**Run 1: met3 routing**

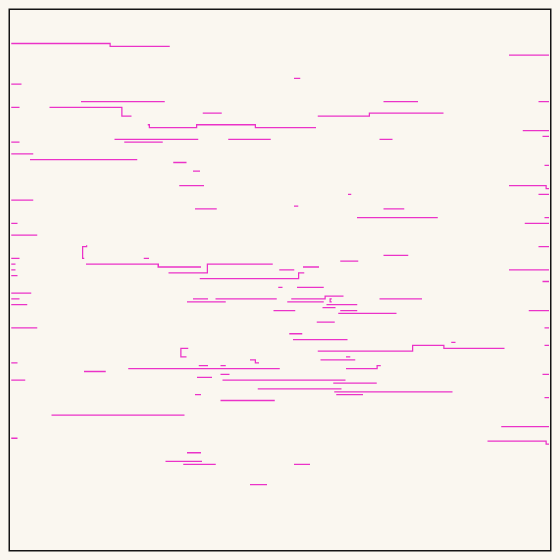
**Run 1: met2 routing**

Bar = 50 µm.
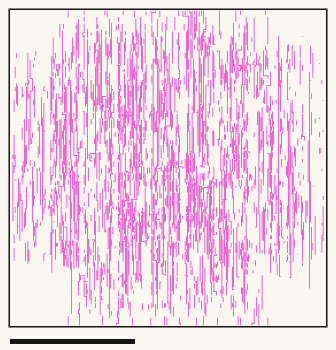
**Run 1: wiring by layer**

Bar = 50 µm. Only two layers are drawn.
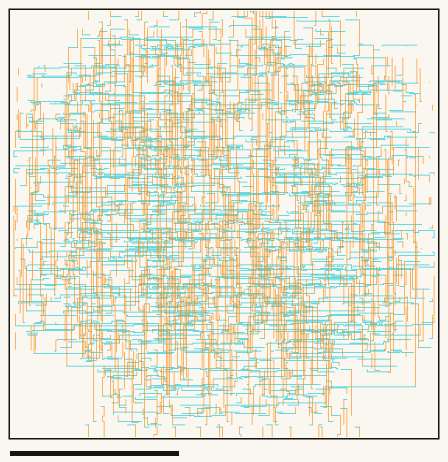
`src/rtl/fibonacci_index_decoder.sv`:
```
// Purpose : inverse Fibonacci lookup; returns the index n of the largest F(n) <= in_value, plus exact-match flag.
// Latency : accept edge, then final_n+1 SEARCH cycles, then out_valid rises (value 0 -> 1 SEARCH cycle).
// Backpr. : one request in flight; in_ready only in IDLE, result held in DONE until out_ready.
//
// Ports:
//   clock, reset          rising-edge clock, asynchronous active-high reset
//   in_valid/in_ready     request handshake, in_value captured on accept
//   out_valid/out_ready   result handshake, outputs stable while out_valid=1
//   out_index             index n of the largest F(n) <= in_value
//   out_is_fib            1 when in_value == F(out_index)
//   out_fib               F(out_index)
//   out_remainder         in_value - F(out_index); present only when FIB_REMAINDER_EN is defined
module fibonacci_index_decoder #(
   parameter int WIDTH = 32,
   parameter int IDX_W = 7
) (
   input  logic             clock,
   input  logic             reset,
   input  logic             in_valid,
   output logic             in_ready,
   input  logic [WIDTH-1:0] in_value,
   output logic             out_valid,
   input  logic             out_ready,
   output logic [IDX_W-1:0] out_index,
   output logic             out_is_fib,
   output logic [WIDTH-1:0] out_fib
`ifdef FIB_REMAINDER_EN
   ,
   output logic [WIDTH-1:0] out_remainder
`endif
);

   typedef enum logic [1:0] {
      IDLE   = 2'd0,
      SEARCH = 2'd1,
      DONE   = 2'd2
   } state_t;

   state_t           state;
   logic [WIDTH-1:0] a;   // F(n)
   logic [WIDTH:0]   b;   // F(n+1); one extra bit so F(n+1) past the top term still fits
   logic [IDX_W-1:0] n;
   logic [WIDTH-1:0] v;

   always_ff @(posedge clock or posedge reset) begin
      if (reset) begin
         state      <= IDLE;
         in_ready   <= 1'b1;
         out_valid  <= 1'b0;
         out_index  <= '0;
         out_is_fib <= 1'b0;
         out_fib    <= '0;
         a          <= '0;
         b          <= '0;
         n          <= '0;
         v          <= '0;
`ifdef FIB_REMAINDER_EN
         out_remainder <= '0;
`endif
      end else begin
         case (state)
            IDLE: begin
               if (in_valid) begin
                  v        <= in_value;
                  a        <= '0;
                  b        <= {{WIDTH{1'b0}}, 1'b1};
                  n        <= '0;
                  in_ready <= 1'b0;
                  state    <= SEARCH;
               end
            end
            SEARCH: begin
               // Exact match is tested first so that value 1 resolves to F(1), not F(2).
               if (a == v) begin
                  out_is_fib <= 1'b1;
                  out_index  <= n;
                  out_fib    <= a;
                  out_valid  <= 1'b1;
                  state      <= DONE;
`ifdef FIB_REMAINDER_EN
                  out_remainder <= '0;
`endif
               end else if (b > {1'b0, v}) begin
                  out_is_fib <= 1'b0;
                  out_index  <= n;
                  out_fib    <= a;
                  out_valid  <= 1'b1;
                  state      <= DONE;
`ifdef FIB_REMAINDER_EN
                  out_remainder <= v - a;
`endif
               end else begin
                  // Only reached with b <= v < 2^WIDTH, so b fits in WIDTH bits and a+b cannot wrap.
                  a <= b[WIDTH-1:0];
                  b <= {1'b0, a} + b;
                  n <= n + 1'b1;
               end
            end
            DONE: begin
               if (out_ready) begin
                  out_valid <= 1'b0;
                  in_ready  <= 1'b1;
                  state     <= IDLE;
               end
            end
            default: begin
               state     <= IDLE;
               in_ready  <= 1'b1;
               out_valid <= 1'b0;
            end
         endcase
      end
   end

endmodule

```
`config.mk`:
```
export PLATFORM = sky130hd
export DESIGN_NAME = fibonacci_index_decoder
export DESIGN_NICKNAME = d
export VERILOG_FILES = /design/src/rtl/fibonacci_index_decoder.sv
export SDC_FILE = /design/constraint.sdc
export NUM_CORES = 1
export LEC_CHECK = 0
export CAP_MARGIN = 40
export CORE_UTILIZATION = 55
export CTS_CLUSTER_DIAMETER = 30
export DETAILED_ROUTE_END_ITERATION = 7
export MAX_ROUTING_LAYER = met4
export PLACE_DENSITY = 0.77
export SLEW_MARGIN = 20
export SYNTH_ARGS = -nofsm -noshare
export SYNTH_HDL_FRONTEND = slang
export SYNTH_SLANG_ARGS = --single-unit
```
`constraint.sdc`:
```
create_clock -name clock -period 9.1 [get_ports clock]
set_input_delay 1.82 -clock clock [delete_from_list [all_inputs] [get_ports clock]]
set_output_delay 1.82 -clock clock [all_outputs]
set_load 0.005 [all_outputs]
```
==> Slide: Implementation Results, run 1 <==
Run Summary

Yosys
  – Cell with the most instances after synthesis: nand2_1
  – FFs w/ async S/R, synth: 100%
  – Ys flops: 148
  – Synthesized area: 8530 µm²
  – Top cells by area: dfrtp_1, ha_1, nand2_1, o21ai_0, mux2_2

Flow run
  – Stage-log warning count: 26
  – Maxcap violations: 0

Critical path
  – Critical Path Most Common Cell: buf_4
  – CP max FO: 94
  – CP Buf/Inv Count: 4
  – CP Cell Sequence: clkdlybuf4s50_1 -> nor3b_2 -> buf_4 -> o21ba_2 -> a31o_4 -> buf_4 -> buf_16 -> or2_1 -> o31ai_1
  – Worst setup SP type: input port

Run status
  – Outcome: finished, final reports clean

Clock tree
  – PostCTS Resize Cnt: 0
  – CTS Root Buffer Type: clkbuf_16
  – CTS Hold Bufs: 0

Route
  – Met3 WL post-DR: 889 µm

Power
  – LEAKAGE: 4.74 nW

Placed design
  – Placed inst area: 9450 µm²
  – Port bufs: 77

Finish
  – Area Overhead vs Synth: 19.2%

Floorplan
  – Die area: 16000 µm²
Notes on 'met3 routing' above:
main direction = horizontal
share of all routed wire = 4.4%
wire length on this layer = 890 µm
nets with wire on the layer = 86
longest straight run = 35.2 µm
via count: 6786
Global Route met3 Usage: 5.65%
Routed WL: 20.3 mm

Notes on 'met2 routing' above:
nets with wire on the layer = 884
main direction = vertical
share of all routed wire = 48%
wire length on this layer = 9810 µm
GR Util met2: 44.8%

Notes on 'wiring by layer' above:
orange -> metal 2  # wire length 9810 µm
cyan -> metal 1  # wire length 9290 µm
WL/cell: 17.4 µm
total global-route track usage: 28.0%

## run 1: path summary, 6_finish.rpt
check,slack [ns],from,to
min,0.50,n[6]$_DFFE_PP0P_,n[6]$_DFFE_PP0P_
max in group asynchronous,6.09,reset,a[28]$_DFFE_PP0P_
min in group asynchronous,1.86,reset,out_index[2]$_DFFE_PP0P_
max,4.72,in_valid,n[6]$_DFFE_PP0P_
min reg2reg,0.50,n[6]$_DFFE_PP0P_,n[6]$_DFFE_PP0P_
max reg2reg,5.47,b[4]$_DFFE_PP0P_,n[6]$_DFFE_PP0P_
## run 1: final cells by class
class | instances | area, µm²
Clock buffer | 20 | 457
Clock inverter | 12 | 225
Fill cell | 1190 | 4980
Inverter | 48 | 185
Multi-Input combinational cell | 667 | 4490
Sequential cell | 148 | 3700
Tap cell | 188 | 235
Timing Repair Buffer | 84 | 863
## run 1: kinds of logic (layout without fill, tap and decap cells)
| kind of cell | after synthesis | count (layout) | synth area share (%) |
|---|---|---|---|
| AND-OR/OR-AND | 229 | 229 | 16.8 |
| XOR/XNOR | 55 | 55 | 5.65 |
| adder cells (fa/ha/maj) | 66 | 66 | 9.77 |
| buffers and inverters | 86 | 164 | 4.05 |
| flip-flops | 148 | 148 | 43.5 |
| multiplexers | 40 | 40 | 5.28 |
| AND/OR/NAND/NOR | 277 | 277 | 15.0 |
## run 1: through the flow
| stage | instances | total power [mW] | hold WS, ns |
|---|---|---|---|
| 6_report | 1167 | 3.42 | 0.501 |
| 5_1_grt | 1167 | 3.64 | 0.514 |
| 4_1_cts | 1166 | 3.40 | 0.495 |
| 3_5_place_dp | 1134 | 2.57 | 0.487 |
| 3_3_place_gp | 1133 | 2.52 | 0.481 |
| 2_1_floorplan | 901 | 2.07 | 0.440 |
**Run 1: supply network**

Bar = 50 µm. Pins as bars on the die edge.
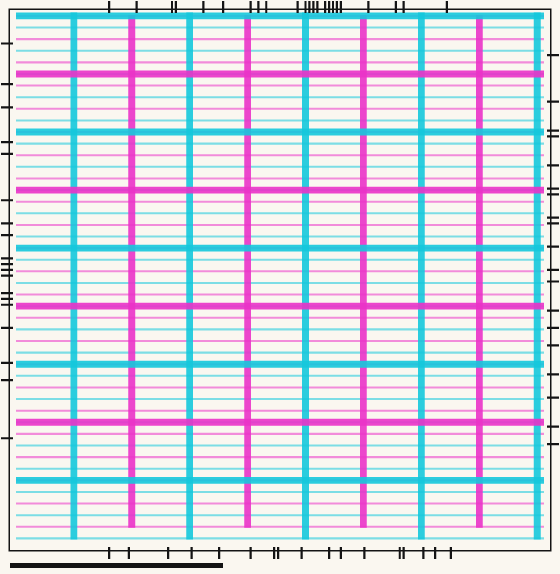

==> run 1 -> run 2 <==
==> constraint.sdc (replaced) <==
create_clock -name clock -period 4.4 [get_ports clock]
set_input_delay 0.88 -clock clock [delete_from_list [all_inputs] [get_ports clock]]
set_output_delay 0.88 -clock clock [all_outputs]
set_load 0.005 [all_outputs]
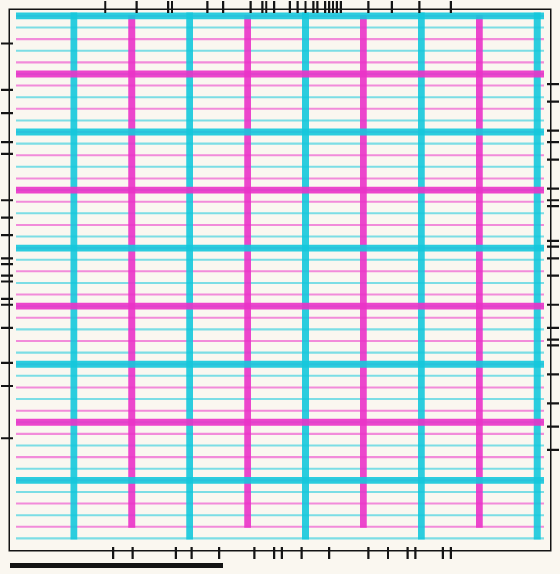
**Above:** run 2 (supply network).
Bar = 50 µm. Pins as bars on the die edge.
magenta -> VDD
cyan -> VSS
met1 rails = 46
met5 straps = 9
met4 straps = 9
rows = 45
core area: 15100 µm²
Die X-Extent: 127 µm

==> run 2 against run 1 <==
Against the previous run:
- the flow now finishes with violations (design-rule violations)
- area after synthesis stayed put
- wire length shrank 0.85%
- via count decreased by 0.53%
- sequential cell count is the same
- cell count is essentially flat
- highest routed layer unchanged
- die area is the same
- clock skew is essentially flat
- register-to-register slack worse by 4.4 ns
- first-iteration DRC count is 9.6% higher
- clock power increased by 81%
- hold slack gained 0.0035 ns
- global-route usage rose by 0.57 points
==> Slide: Implementation Results, run 2 <==
Run Summary

Yosys
  – And+or+nand+nor area frac: 15.0% (unchanged)
  – Ao+oa area frac: 16.8% (unchanged)
  – Top cells by area: dfrtp_1, ha_1, nand2_1, o21ai_0, mux2_2 (unchanged)
  – Synthesized area: 8530 µm² (unchanged)
  – Cell with the most instances after synthesis: nand2_1 (unchanged)
  – FFs w/ async S/R, synth: 100% (unchanged)
  – Ys flops: 148 (unchanged)

Clock tree
  – CTS Hold Bufs: 0 (unchanged)
  – CTS Root Buffer Type: clkbuf_16 (unchanged)
  – PostCTS Resize Cnt: 0 (unchanged)

Critical path
  – Reg2reg end: n[5]$_DFFE_PP0P_ (was n[6]$_DFFE_PP0P_)
  – Critical Path Most Common Cell: o31ai_1 (was buf_4)
  – R2R Path Start: b[2]$_DFFE_PP0P_ (was b[4]$_DFFE_PP0P_)
  – Critical path origin: b[2]$_DFFE_PP0P_ (was in_valid)
  – CP Cell Sequence: ha_1 -> a21oi_1 -> o21ai_0 -> a221oi_1 -> o31ai_1 -> a211o_1 -> a31o_4 -> buf_12 -> or2_1 -> o31ai_1 (was clkdlybuf4s50_1 -> nor3b_2 -> buf_4 -> o21ba_2 -> a31o_4 -> buf_4 -> buf_16 -> or2_1 -> o31ai_1)
  – Reg2reg setup slack: 1.07 ns (was 5.47 ns)
  – CP Buf/Inv Count: 1 (was 4)

Route
  – Post-route DRC violation count: 2 (was 0)
  – Via count: 6750 (was 6786)

Floorplan
  – Die area: 16000 µm² (unchanged)

Flow run
  – Stage-log warning count: 26 (unchanged)
  – Maxcap violations: 0 (unchanged)

Power
  – LEAKAGE: 4.68 nW (was 4.74 nW)

GRT
  – Total global-route track usage: 28.5% (was 28.0%)

Run status
  – Failing checks: design-rule violations
  – Outcome: finished, violations left (was finished, final reports clean)

Worst hold path
  – Hold path endpoint: n[6]$_DFFE_PP0P_ (unchanged)
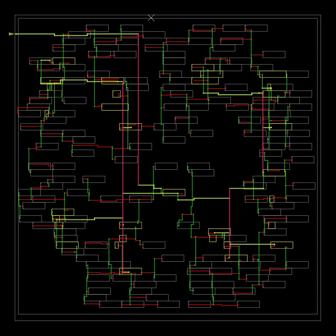
**Above:** run 2 (clock nets).
clock latency on the worst-skew pair: 0.44 ns
# clock sinks: 148

-- run 2: per-stage QoR --
stage | cell area, µm² | power [mW] | std cells | worst slack [ns] | util (%)
floorplan | 8530 | 4.28 | 901 | 1.66 | -
global placement | 9440 | 5.25 | 1134 | 1.09 | 62.4
detailed placement | 9460 | 5.32 | 1135 | 1.06 | 62.4
CTS | 10000 | 6.83 | 1167 | 1.07 | 66.3
global route | 10100 | 7.35 | 1168 | 0.902 | 66.5
finish | 10100 | 6.86 | 1168 | 1.07 | 66.5
-- run 2: area by class of cell --
type / instances / area [µm²]
timing repair buffer: 85 / 860
tap: 188 / 235
clock buffer: 20 / 437
multi-input combinational: 667 / 4490
sequential: 148 / 3700
fill: 1208 / 5080
inverter: 48 / 184
clock inverter: 12 / 155
-- run 2: metal layers --
layer	vias up	track usage, %	wire [µm]
met5	-	-	0
met4	0	12.2	578
met3	42	5.86	1130
met2	193	43.0	9350
met1	3198	37.6	9110
li1	3317	-	-
-- run 2: worst max path at each step --
stage | end | slack [ns] | cells past startpoint
4_1_cts | n[5]$_DFFE_PP0P_ | 1.07 | 9
6_report | n[5]$_DFFE_PP0P_ | 1.07 | 10
3_5_place_dp | b[1]$_DFFE_PP0P_ | 1.06 | 7
2_1_floorplan | a[0]$_DFFE_PP0P_ | 1.66 | 1
5_1_grt | b[31]$_DFFE_PP0P_ | 0.90 | 9
3_3_place_gp | b[1]$_DFFE_PP0P_ | 1.09 | 7
-- run 2: cells by family after synthesis --
kind of cell | Yosys count
simple gates | 277
buf+inv | 86
xor+xnor | 55
compound gates | 229
fa+ha+maj | 66
flops | 148
mux | 40
Power is estimated from default activity; no workload was simulated.
